Run 1, track usage over the die:
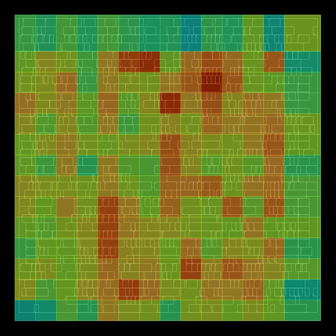
Run 1, signal wires on met3:
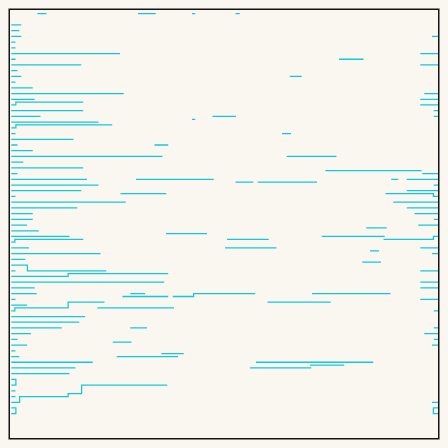
Run 1, cells colored by class:
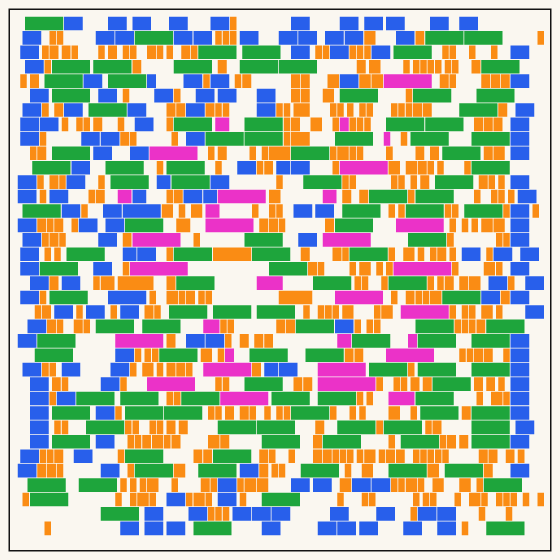
--- src/rtl/axi_lite_pkg.sv ---
// rtl/axi_lite_pkg.sv - shared AXI4-Lite response codes and width helpers
package axi_lite_pkg;

  localparam logic [1:0] RESP_OKAY   = 2'b00;
  localparam logic [1:0] RESP_SLVERR = 2'b10;

  function automatic int strb_width(input int data_width);
    return data_width / 8;
  endfunction

endpackage

--- src/rtl/axi_lite_regs_if.sv ---
// rtl/axi_lite_regs_if.sv - AXI4-Lite slave front-end producing register-file strobes
module axi_lite_regs_if
  import axi_lite_pkg::*;
#(
  parameter int ADDR_WIDTH = 6,
  parameter int DATA_WIDTH = 32,
  localparam int STRB_WIDTH = strb_width(DATA_WIDTH)
) (
  input  logic                  s_axi_aclk,
  input  logic                  s_axi_aresetn,
  input  logic [ADDR_WIDTH-1:0] s_axi_awaddr,
  input  logic                  s_axi_awvalid,
  output logic                  s_axi_awready,
  input  logic [DATA_WIDTH-1:0] s_axi_wdata,
  input  logic [STRB_WIDTH-1:0] s_axi_wstrb,
  input  logic                  s_axi_wvalid,
  output logic                  s_axi_wready,
  output logic [1:0]            s_axi_bresp,
  output logic                  s_axi_bvalid,
  input  logic                  s_axi_bready,
  input  logic [ADDR_WIDTH-1:0] s_axi_araddr,
  input  logic                  s_axi_arvalid,
  output logic                  s_axi_arready,
  output logic [DATA_WIDTH-1:0] s_axi_rdata,
  output logic [1:0]            s_axi_rresp,
  output logic                  s_axi_rvalid,
  input  logic                  s_axi_rready,
  output logic                  axi_write_fire,
  output logic [ADDR_WIDTH-1:0] wr_addr,
  output logic [DATA_WIDTH-1:0] wr_data,
  output logic [STRB_WIDTH-1:0] wr_strb,
  output logic                  rd_en,
  output logic [ADDR_WIDTH-1:0] rd_addr,
  input  logic [DATA_WIDTH-1:0] rd_data
);

  logic                  aw_held_q, w_held_q, bvalid_q, fire_q, rvalid_q;
  logic [ADDR_WIDTH-1:0] awaddr_q, wr_addr_q;
  logic [DATA_WIDTH-1:0] wdata_q, wr_data_q, rdata_q;
  logic [STRB_WIDTH-1:0] wstrb_q, wr_strb_q;
  logic                  aw_hs, w_hs, aw_have, w_have;
  logic [ADDR_WIDTH-1:0] addr_d;
  logic [DATA_WIDTH-1:0] data_d;
  logic [STRB_WIDTH-1:0] strb_d;

  assign s_axi_awready = s_axi_aresetn & ~aw_held_q & ~bvalid_q;
  assign s_axi_wready  = s_axi_aresetn & ~w_held_q & ~bvalid_q;
  assign s_axi_arready = s_axi_aresetn & ~rvalid_q;

  assign aw_hs   = s_axi_awvalid & s_axi_awready;
  assign w_hs    = s_axi_wvalid & s_axi_wready;
  assign aw_have = aw_held_q | aw_hs;
  assign w_have  = w_held_q | w_hs;

  // A same-cycle handshake bypasses the holding registers so the fire is not delayed.
  assign addr_d = aw_hs ? s_axi_awaddr : awaddr_q;
  assign data_d = w_hs ? s_axi_wdata : wdata_q;
  assign strb_d = w_hs ? s_axi_wstrb : wstrb_q;

  always_ff @(posedge s_axi_aclk) begin
    if (!s_axi_aresetn) begin
      aw_held_q <= 1'b0;
      w_held_q  <= 1'b0;
      bvalid_q  <= 1'b0;
      fire_q    <= 1'b0;
      awaddr_q  <= '0;
      wdata_q   <= '0;
      wstrb_q   <= '0;
      wr_addr_q <= '0;
      wr_data_q <= '0;
      wr_strb_q <= '0;
    end else begin
      fire_q <= 1'b0;
      if (aw_hs) awaddr_q <= s_axi_awaddr;
      if (w_hs) begin
        wdata_q <= s_axi_wdata;
        wstrb_q <= s_axi_wstrb;
      end
      if (aw_have && w_have) begin
        aw_held_q <= 1'b0;
        w_held_q  <= 1'b0;
        fire_q    <= 1'b1;
        bvalid_q  <= 1'b1;
        wr_addr_q <= addr_d;
        wr_data_q <= data_d;
        wr_strb_q <= strb_d;
      end else begin
        if (aw_hs) aw_held_q <= 1'b1;
        if (w_hs) w_held_q <= 1'b1;
        if (bvalid_q && s_axi_bready) bvalid_q <= 1'b0;
      end
    end
  end

  assign rd_en   = s_axi_arvalid & s_axi_arready;
  assign rd_addr = s_axi_araddr;

  always_ff @(posedge s_axi_aclk) begin
    if (!s_axi_aresetn) begin
      rvalid_q <= 1'b0;
      rdata_q  <= '0;
    end else if (rd_en) begin
      rvalid_q <= 1'b1;
      rdata_q  <= rd_data;
    end else if (rvalid_q && s_axi_rready) begin
      rvalid_q <= 1'b0;
    end
  end

  assign s_axi_bvalid   = bvalid_q;
  assign s_axi_bresp    = RESP_OKAY;
  assign s_axi_rvalid   = rvalid_q;
  assign s_axi_rdata    = rdata_q;
  assign s_axi_rresp    = RESP_OKAY;
  assign axi_write_fire = fire_q;
  assign wr_addr        = wr_addr_q;
  assign wr_data        = wr_data_q;
  assign wr_strb        = wr_strb_q;

endmodule

--- config.mk ---
export PLATFORM = sky130hd
export DESIGN_NAME = axi_lite_regs_if
export DESIGN_NICKNAME = d
export VERILOG_FILES = /design/src/rtl/axi_lite_pkg.sv /design/src/rtl/axi_lite_regs_if.sv
export SDC_FILE = /design/constraint.sdc
export NUM_CORES = 1
export LEC_CHECK = 0
export ABC_AREA = 1
export ABC_CLOCK_PERIOD_IN_PS = 3200
export CORE_UTILIZATION = 48
export CTS_CLUSTER_DIAMETER = 150
export DETAILED_ROUTE_END_ITERATION = 8
export PLACE_DENSITY_LB_ADDON = 0.05
export SYNTH_ARGS = -nofsm -noshare
export SYNTH_HDL_FRONTEND = slang
export SYNTH_SLANG_ARGS = --single-unit
--- constraint.sdc ---
create_clock -name s_axi_aclk -period 3.2 [get_ports s_axi_aclk]
set_clock_uncertainty 0.1 [all_clocks]
set_input_delay 0.48 -clock s_axi_aclk [delete_from_list [all_inputs] [get_ports s_axi_aclk]]
set_output_delay 0.48 -clock s_axi_aclk [all_outputs]
set_load 0.05 [all_outputs]
==> flow_summary.html, run 1 <==
<h2>Implementation results</h2>
<table>
<tr><th>Metric</th><th>Value</th></tr>
<tr><th colspan="2">Detailed routing</th></tr>
<tr><td>Number of search-and-repair iterations in the first detailed-routing pass</td><td>4</td></tr>
<tr><td>DRT antenna net count</td><td>0</td></tr>
<tr><td>Drt via density</td><td>4.89</td></tr>
<tr><th colspan="2">Critical path</th></tr>
<tr><td>R2r startpoint</td><td>s_axi_bvalid</td></tr>
<tr><td>Category of the worst setup path capture point</td><td>output port</td></tr>
<tr><td>Data required time of the worst path</td><td>between 2 and 3 ns</td></tr>
<tr><td>Logic depth of the worst setup path including buffers</td><td>4</td></tr>
<tr><td>Slowest cell on the critical path</td><td>sky130_fd_sc_hd__clkdlybuf4s50_1</td></tr>
<tr><td>Data arrival time at the worst-slack endpoint</td><td>roughly 2.0 ns</td></tr>
<tr><td>Number of cells on the worst reg-to-reg path</td><td>5</td></tr>
<tr><td>Worst path buffer plus inverter count</td><td>2</td></tr>
<tr><td>Highest net fanout along the worst path</td><td>4</td></tr>
<tr><td>Endpoint of the worst setup timing path</td><td>s_axi_wready</td></tr>
<tr><td>Kind of critical path</td><td>reg -&gt; out</td></tr>
<tr><th colspan="2">Floorplanning</th></tr>
<tr><td>Horizontal die size</td><td>102 microns</td></tr>
<tr><td># rows</td><td>36</td></tr>
<tr><td>Chip Footprint</td><td>10400 sq um</td></tr>
<tr><td># IOs</td><td>178</td></tr>
<tr><td>Tap Cells</td><td>133</td></tr>
<tr><th colspan="2">Power</th></tr>
<tr><td>Psw</td><td>1.18 mW</td></tr>
<tr><td>Sw Ratio</td><td>between 20% and 30%</td></tr>
<tr><td>Clock net power</td><td>about 1.9 mW</td></tr>
<tr><td>Ratio of total power to cell area</td><td>roughly 610 nW/um^2</td></tr>
<tr><td>Comb group</td><td>about 0.75 mW</td></tr>
<tr><td>Cell-internal power</td><td>3.07 mW</td></tr>
<tr><td>Seq pwr</td><td>1.65 mW</td></tr>
<tr><th colspan="2">Place</th></tr>
<tr><td>Place WS</td><td>0.585 ns</td></tr>
<tr><td>Global placer's final weighted congestion</td><td>0.772</td></tr>
<tr><th colspan="2">Synth</th></tr>
<tr><td>Syn avg cell area</td><td>7.55 sq um</td></tr>
<tr><td>Share of the synthesized netlist area taken by xor and xnor gates</td><td>0%</td></tr>
<tr><td>Synth Cell Area</td><td>4780 sq um</td></tr>
<tr><td>Adder-cell area share of the yosys netlist</td><td>0%</td></tr>
<tr><td>Summed standard-cell area reported by yosys</td><td>4780 sq um</td></tr>
<tr><td>Post-synth top area share</td><td>50.7%</td></tr>
<tr><td>Most area-hungry cell type in the Yosys netlist</td><td>sky130_fd_sc_hd__dfxtp_1</td></tr>
<tr><td>Synth Seq Share</td><td>50.7%</td></tr>
<tr><td>Ranking of synthesized cells by instance count</td><td>sky130_fd_sc_hd__nand2_1, sky130_fd_sc_hd__dfxtp_1, sky130_fd_sc_hd__inv_1</td></tr>
<tr><td>Post-synth EDFFs</td><td>0</td></tr>
<tr><td>Area fraction in and, or, nand and nor cells</td><td>a little over a quarter</td></tr>
<tr><th colspan="2">GRT</th></tr>
<tr><td>Global-route wire length before repair</td><td>19200 microns</td></tr>
<tr><td>Number of global-route vias before repair</td><td>4125</td></tr>
<tr><td>Global route overflow</td><td>0</td></tr>
<tr><th colspan="2">STA</th></tr>
<tr><td>Slew @ Worst Pin</td><td>0.871 ns</td></tr>
<tr><td>Final Max Slew Viols</td><td>0</td></tr>
<tr><td>Final worst slack</td><td>0.609 ns</td></tr>
<tr><td>Max-Slew Margin vs Limit</td><td>41.7%</td></tr>
<tr><td>Final critical-path share of the clock period</td><td>around four fifths</td></tr>
<tr><th colspan="2">Clock network</th></tr>
<tr><td>Clock root cell</td><td>sky130_fd_sc_hd__clkbuf_8</td></tr>
<tr><td>Clock latency on the worst-skew pair</td><td>0.49 ns</td></tr>
<tr><td>Cts repair resizes</td><td>0</td></tr>
<tr><td>Post-CTS Hold Buffers</td><td>0</td></tr>
<tr><th colspan="2">Layout</th></tr>
<tr><td>Area occupied by registers</td><td>~2400 sq um</td></tr>
<tr><td>Layout Cells excl Fill</td><td>914</td></tr>
<tr><td>Non-clock buffer share</td><td>between 20% and 30%</td></tr>
<tr><td>MI comb area</td><td>between 1500 and 2000 sq um</td></tr>
<tr><td>Area overhead of the layout relative to synthesis</td><td>44.5%</td></tr>
<tr><td>Number of sequential cells</td><td>121</td></tr>
<tr><td>Number of signal-net inverters in the final layout</td><td>93</td></tr>
<tr><th colspan="2">Run status</th></tr>
<tr><td>Outcome</td><td>completed</td></tr>
<tr><th colspan="2">Hold path</th></tr>
<tr><td>Path category of the worst min-delay check</td><td>in -&gt; reg</td></tr>
<tr><td>Hold EP</td><td>s_axi_rdata[0]</td></tr>
</table>
Notes on 'track usage over the die' above:
gr usage total: 23.9%
global-route layer with the greatest usage: met2
global routing met1 resource utilization: 28.6%

Notes on 'signal wires on met3' above:
wire length on this layer	1170 microns
longest straight run	36.1 microns
share of all routed wire	9.6%
main direction	horizontal
nets with wire on the layer	116
total detailed-routing wirelength: 12200 microns
vias after detailed routing: 4465

Notes on 'cells colored by class' above:
class	color	cells
remaining buffers and delay cells	blue	167
remaining logic cells	orange	462
registers	green	121
clock drivers and dummy loads	magenta	31

-- run 1: sequential cells by signal, indices dropped and copies added (netlist names) --
register,count
aw_held_q,1
s_axi_rvalid,1
wr_addr,6
wr_strb,4
w_held_q,1
axi_write_fire,1
wr_data,32
awaddr_q,6
wstrb_q,4
s_axi_bvalid,1
wdata_q,32
s_axi_rdata,32
-- run 1: worst reg2reg max path: cells and delay by family (launching register included) --
kind	cells	cell delay (ns)
DFF	1	0.38
and+or+nand+nor	4	1.35
AOI/OAI and AO/OA	1	0.14
-- run 1: metal layers --
metal	track usage, %	share of wire, %	vias up
met4	8.57	1.4	0
li1	-	-	2267
met5	0	0	-
met3	10.4	9.6	14
met2	38.4	47	165
met1	28.6	42	2019
==> run 2: changes to the inputs <==
Settings changed: ABC_CLOCK_PERIOD_IN_PS 3200 to 2620, CORE_UTILIZATION 48 to 44.
Clock period 3.2 ns to 2.62 ns, I/O delays scaled along.
Run 2, the metal 1 layer:
Bar = 20 microns. Supply wires on this layer in gray.
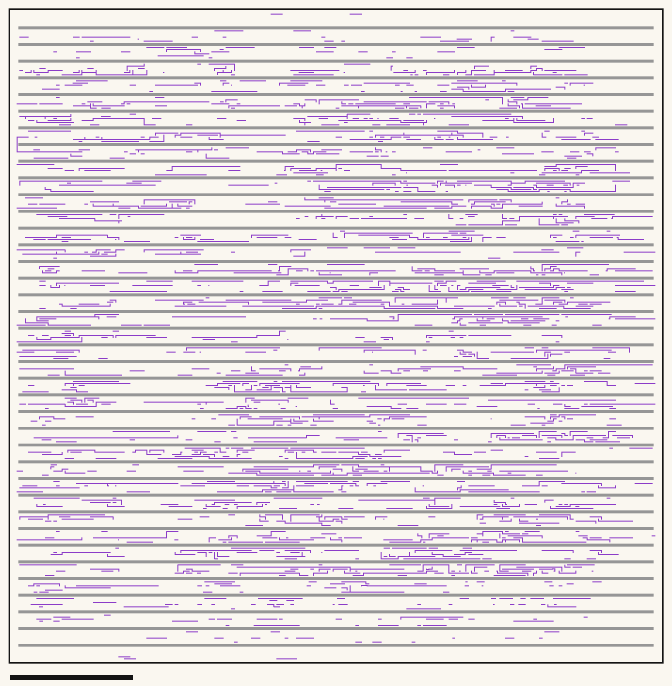
wire length on this layer	5030 microns
longest straight run	25.8 microns
share of all routed wire	40%

==> flow_summary.html, run 2 <==
<h2>Implementation results</h2>
<table>
<tr><th>Metric</th><th>Value</th></tr>
<tr><th colspan="2">Run status</th></tr>
<tr><td>Outcome</td><td>completed</td></tr>
<tr><th colspan="2">Detailed routing</th></tr>
<tr><td>Total detailed-routing wirelength</td><td>12400 microns</td></tr>
<tr><td>Number of search-and-repair iterations in the first detailed-routing pass</td><td>5</td></tr>
<tr><td>Vias after detailed routing</td><td>4520</td></tr>
<tr><td>Drt via density</td><td>4.89</td></tr>
<tr><td>Top routing layer in use</td><td>met4</td></tr>
<tr><td>Routed wire length on met2</td><td>roughly 6200 microns</td></tr>
<tr><th colspan="2">GRT</th></tr>
<tr><td>Met2 demand-to-capacity share in global routing</td><td>38.9%</td></tr>
<tr><td>Global routing met1 resource utilization</td><td>25.6%</td></tr>
<tr><td>Number of global-route vias before repair</td><td>roughly 4.4k</td></tr>
<tr><td>Gr usage total</td><td>22.8%</td></tr>
<tr><td>Global route overflow</td><td>0</td></tr>
<tr><td>Global-route wire length before repair</td><td>20400 microns</td></tr>
<tr><td>Met3 demand-to-capacity share in global routing</td><td>9.69%</td></tr>
<tr><th colspan="2">Critical path</th></tr>
<tr><td>Highest net fanout along the worst path</td><td>3</td></tr>
<tr><td>Data arrival time at the worst-slack endpoint</td><td>~1.9 ns</td></tr>
<tr><th colspan="2">Place</th></tr>
<tr><td>Place WS</td><td>0.352 ns</td></tr>
<tr><th colspan="2">Power</th></tr>
<tr><td>Ratio of total power to cell area</td><td>about 760 nW/um^2</td></tr>
<tr><th colspan="2">Layout</th></tr>
<tr><td>MI comb area</td><td>approximately 1700 sq um</td></tr>
<tr><td>Area overhead of the layout relative to synthesis</td><td>46.9%</td></tr>
<tr><td>Number of signal-net inverters in the final layout</td><td>93</td></tr>
<tr><td>Number of sequential cells</td><td>~120</td></tr>
<tr><td>Layout Cells excl Fill</td><td>925</td></tr>
<tr><th colspan="2">STA</th></tr>
<tr><td>Final worst slack</td><td>about 0.27 ns</td></tr>
<tr><td>Slew @ Worst Pin</td><td>about 0.55 ns</td></tr>
<tr><td>Max-Slew Margin vs Limit</td><td>63.5%</td></tr>
<tr><td>Final critical-path share of the clock period</td><td>89.8%</td></tr>
<tr><th colspan="2">Floorplanning</th></tr>
<tr><td># IOs</td><td>178</td></tr>
<tr><td>Horizontal die size</td><td>roughly 110 microns</td></tr>
<tr><td># rows</td><td>37</td></tr>
<tr><th colspan="2">Synth</th></tr>
<tr><td>Syn avg cell area</td><td>7.55 sq um</td></tr>
<tr><td>Post-synth EDFFs</td><td>0</td></tr>
<tr><td>Post-synth top area share</td><td>a little over 50%</td></tr>
<tr><td>Synth Seq Share</td><td>50.7%</td></tr>
<tr><th colspan="2">Clock network</th></tr>
<tr><td>Cts repair resizes</td><td>0</td></tr>
</table>
## run 2: power breakdown
group          switching, mW  total [mW]  internal (mW)
clock                  0.851        2.39           1.54
sequential            0.0532        2.02           1.96
combinational          0.587       0.929          0.341
## run 2: worst paths after layout
path	start	end	slack [ns]	depth (start not counted)
min reg2reg	s_axi_rdata[28]	s_axi_rdata[28]	0.37	2
max	s_axi_bvalid	s_axi_bvalid	0.27	1
min	s_axi_aresetn	wdata_q[24]	0.21	3
max reg2reg	s_axi_bvalid	wr_strb[3]	0.76	5
## run 2: cell families after synthesis
family	Yosys count	share of synthesized area, %
AOI/OAI and AO/OA	78	8.48
and+or+nand+nor	287	26.9
other	1	0.0784
buffers and inverters	146	13.8
DFF	121	50.7
==> run 3: changes to the inputs <==
Settings changed: ABC_AREA 1 to default, CORE_UTILIZATION 44 to 42.
Run 3, signal wires on met2:
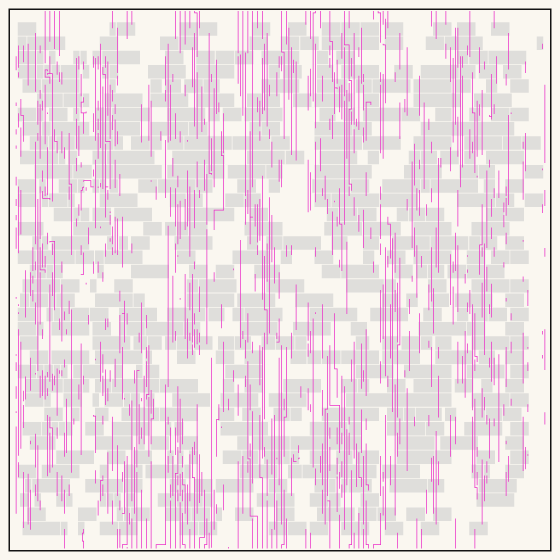
wire length on this layer	5050 microns
longest straight run	36.0 microns
share of all routed wire	49%

==> flow_summary.html, run 3 <==
<h2>Implementation results</h2>
<table>
<tr><th>Metric</th><th>Value</th></tr>
<tr><th colspan="2">STA</th></tr>
<tr><td>Max-Slew Margin vs Limit</td><td>63.6%</td></tr>
<tr><td>Final Max Slew Viols</td><td>0</td></tr>
<tr><td>Final worst slack</td><td>0.374 ns</td></tr>
<tr><td>Slew @ Worst Pin</td><td>0.544 ns</td></tr>
<tr><td>Final critical-path share of the clock period</td><td>between 80% and 90%</td></tr>
<tr><th colspan="2">Clock network</th></tr>
<tr><td>Clock root cell</td><td>sky130_fd_sc_hd__clkbuf_8</td></tr>
<tr><td>Clock latency on the worst-skew pair</td><td>just over 0.5 ns</td></tr>
<tr><th colspan="2">Synth</th></tr>
<tr><td>Adder-cell area share of the yosys netlist</td><td>0%</td></tr>
<tr><td>Post-synth EDFFs</td><td>0</td></tr>
<tr><td>Most area-hungry cell type in the Yosys netlist</td><td>sky130_fd_sc_hd__dfxtp_1</td></tr>
<tr><td>Synth Seq Share</td><td>between 50% and 60%</td></tr>
<tr><td>Syn avg cell area</td><td>10.7 sq um</td></tr>
<tr><td>Share of the synthesized netlist area taken by xor and xnor gates</td><td>0%</td></tr>
<tr><td>Area fraction in and, or, nand and nor cells</td><td>between 10% and 20%</td></tr>
<tr><td>Synth Cell Area</td><td>4270 sq um</td></tr>
<tr><td>Summed standard-cell area reported by yosys</td><td>between 4000 and 5000 sq um</td></tr>
<tr><td>Ranking of synthesized cells by instance count</td><td>sky130_fd_sc_hd__dfxtp_1, sky130_fd_sc_hd__nand2_1, sky130_fd_sc_hd__nor2b_1</td></tr>
<tr><td>Multiplexer area fraction after synthesis</td><td>roughly 9.8%</td></tr>
<tr><th colspan="2">Power</th></tr>
<tr><td>Comb power frac</td><td>15.8%</td></tr>
<tr><td>Comb group</td><td>between 0.7 and 0.8 mW</td></tr>
<tr><td>Psw</td><td>1.35 mW</td></tr>
<tr><td>Top power consumer group</td><td>clock</td></tr>
<tr><td>Seq pwr</td><td>1.99 mW</td></tr>
<tr><td>Cell-internal power</td><td>about 3.7 mW</td></tr>
<tr><td>Sequential fraction of design power</td><td>between 30% and 40%</td></tr>
<tr><td>Clock net power</td><td>about 2.3 mW</td></tr>
<tr><td>Sw Ratio</td><td>26.9%</td></tr>
<tr><th colspan="2">GRT</th></tr>
<tr><td>Met2 demand-to-capacity share in global routing</td><td>approximately a third</td></tr>
<tr><td>Global-route layer with the greatest usage</td><td>met2</td></tr>
<tr><td>Global routing met1 resource utilization</td><td>23.5%</td></tr>
<tr><td>Number of global-route vias before repair</td><td>3399</td></tr>
<tr><th colspan="2">Critical path</th></tr>
<tr><td>Category of the worst setup path capture point</td><td>output port</td></tr>
<tr><td>Slowest cell on the critical path</td><td>sky130_fd_sc_hd__clkdlybuf4s50_1</td></tr>
<tr><td>R2r startpoint</td><td>s_axi_bvalid</td></tr>
<tr><td>Highest net fanout along the worst path</td><td>6</td></tr>
<tr><td>Endpoint of the worst setup timing path</td><td>s_axi_bvalid</td></tr>
<tr><td>Kind of critical path</td><td>reg -&gt; out</td></tr>
<tr><td>Data arrival time at the worst-slack endpoint</td><td>1.75 ns</td></tr>
<tr><td>Critical register-to-register path endpoint</td><td>wr_strb[3]</td></tr>
<tr><th colspan="2">Detailed routing</th></tr>
<tr><td>Length of routed met3 wiring</td><td>approximately 890 microns</td></tr>
<tr><td>Routed wire length on met2</td><td>just over 5000 microns</td></tr>
<tr><td>Top routing layer in use</td><td>met4</td></tr>
<tr><td>Total detailed-routing wirelength</td><td>about 10000 microns</td></tr>
<tr><td>Vias after detailed routing</td><td>3352</td></tr>
<tr><td>Number of search-and-repair iterations in the first detailed-routing pass</td><td>7</td></tr>
<tr><th colspan="2">Hold path</th></tr>
<tr><td>Hold EP</td><td>s_axi_rvalid</td></tr>
<tr><td>Hold Path Origin</td><td>s_axi_aresetn</td></tr>
<tr><th colspan="2">Floorplanning</th></tr>
<tr><td>Horizontal die size</td><td>103 microns</td></tr>
<tr><td>Chip Footprint</td><td>10600 sq um</td></tr>
<tr><th colspan="2">Place</th></tr>
<tr><td>Place WS</td><td>0.551 ns</td></tr>
<tr><th colspan="2">Run status</th></tr>
<tr><td>Outcome</td><td>completed</td></tr>
<tr><th colspan="2">Layout</th></tr>
<tr><td>Area overhead of the layout relative to synthesis</td><td>52.5%</td></tr>
</table>
run 3: cell count changes after synthesis, sizes merged, moves of 2 or more:
cell / change
o2bb2ai: +42
nand2: -85
mux2i: +42
nor2b: +43
and4bb: +2
o21a: +2
nand3: -14
inv: -91
buf: -14
nor2: -44
o21bai: -2
o21ai: -74
nand4: -42
run 3: area by class of cell:
type / count / area, sq um
Sequential cell: 121 / 2420
Inverter: 2 / 7.51
Tap cell: 133 / 166
Clock buffer: 19 / 442
Fill cell: 822 / 3300
Multi-Input combinational cell: 243 / 1600
Clock inverter: 13 / 144
Timing Repair Buffer: 169 / 1730
run 3: logic make-up after synthesis:
kind of cell / count (synthesis)
muxes: 42
other: 1
and+or+nand+nor: 148
AOI/OAI and AO/OA: 49
DFF: 121
buffers and inverters: 40
No activity file was given, so power comes from the tool's default toggle rates.
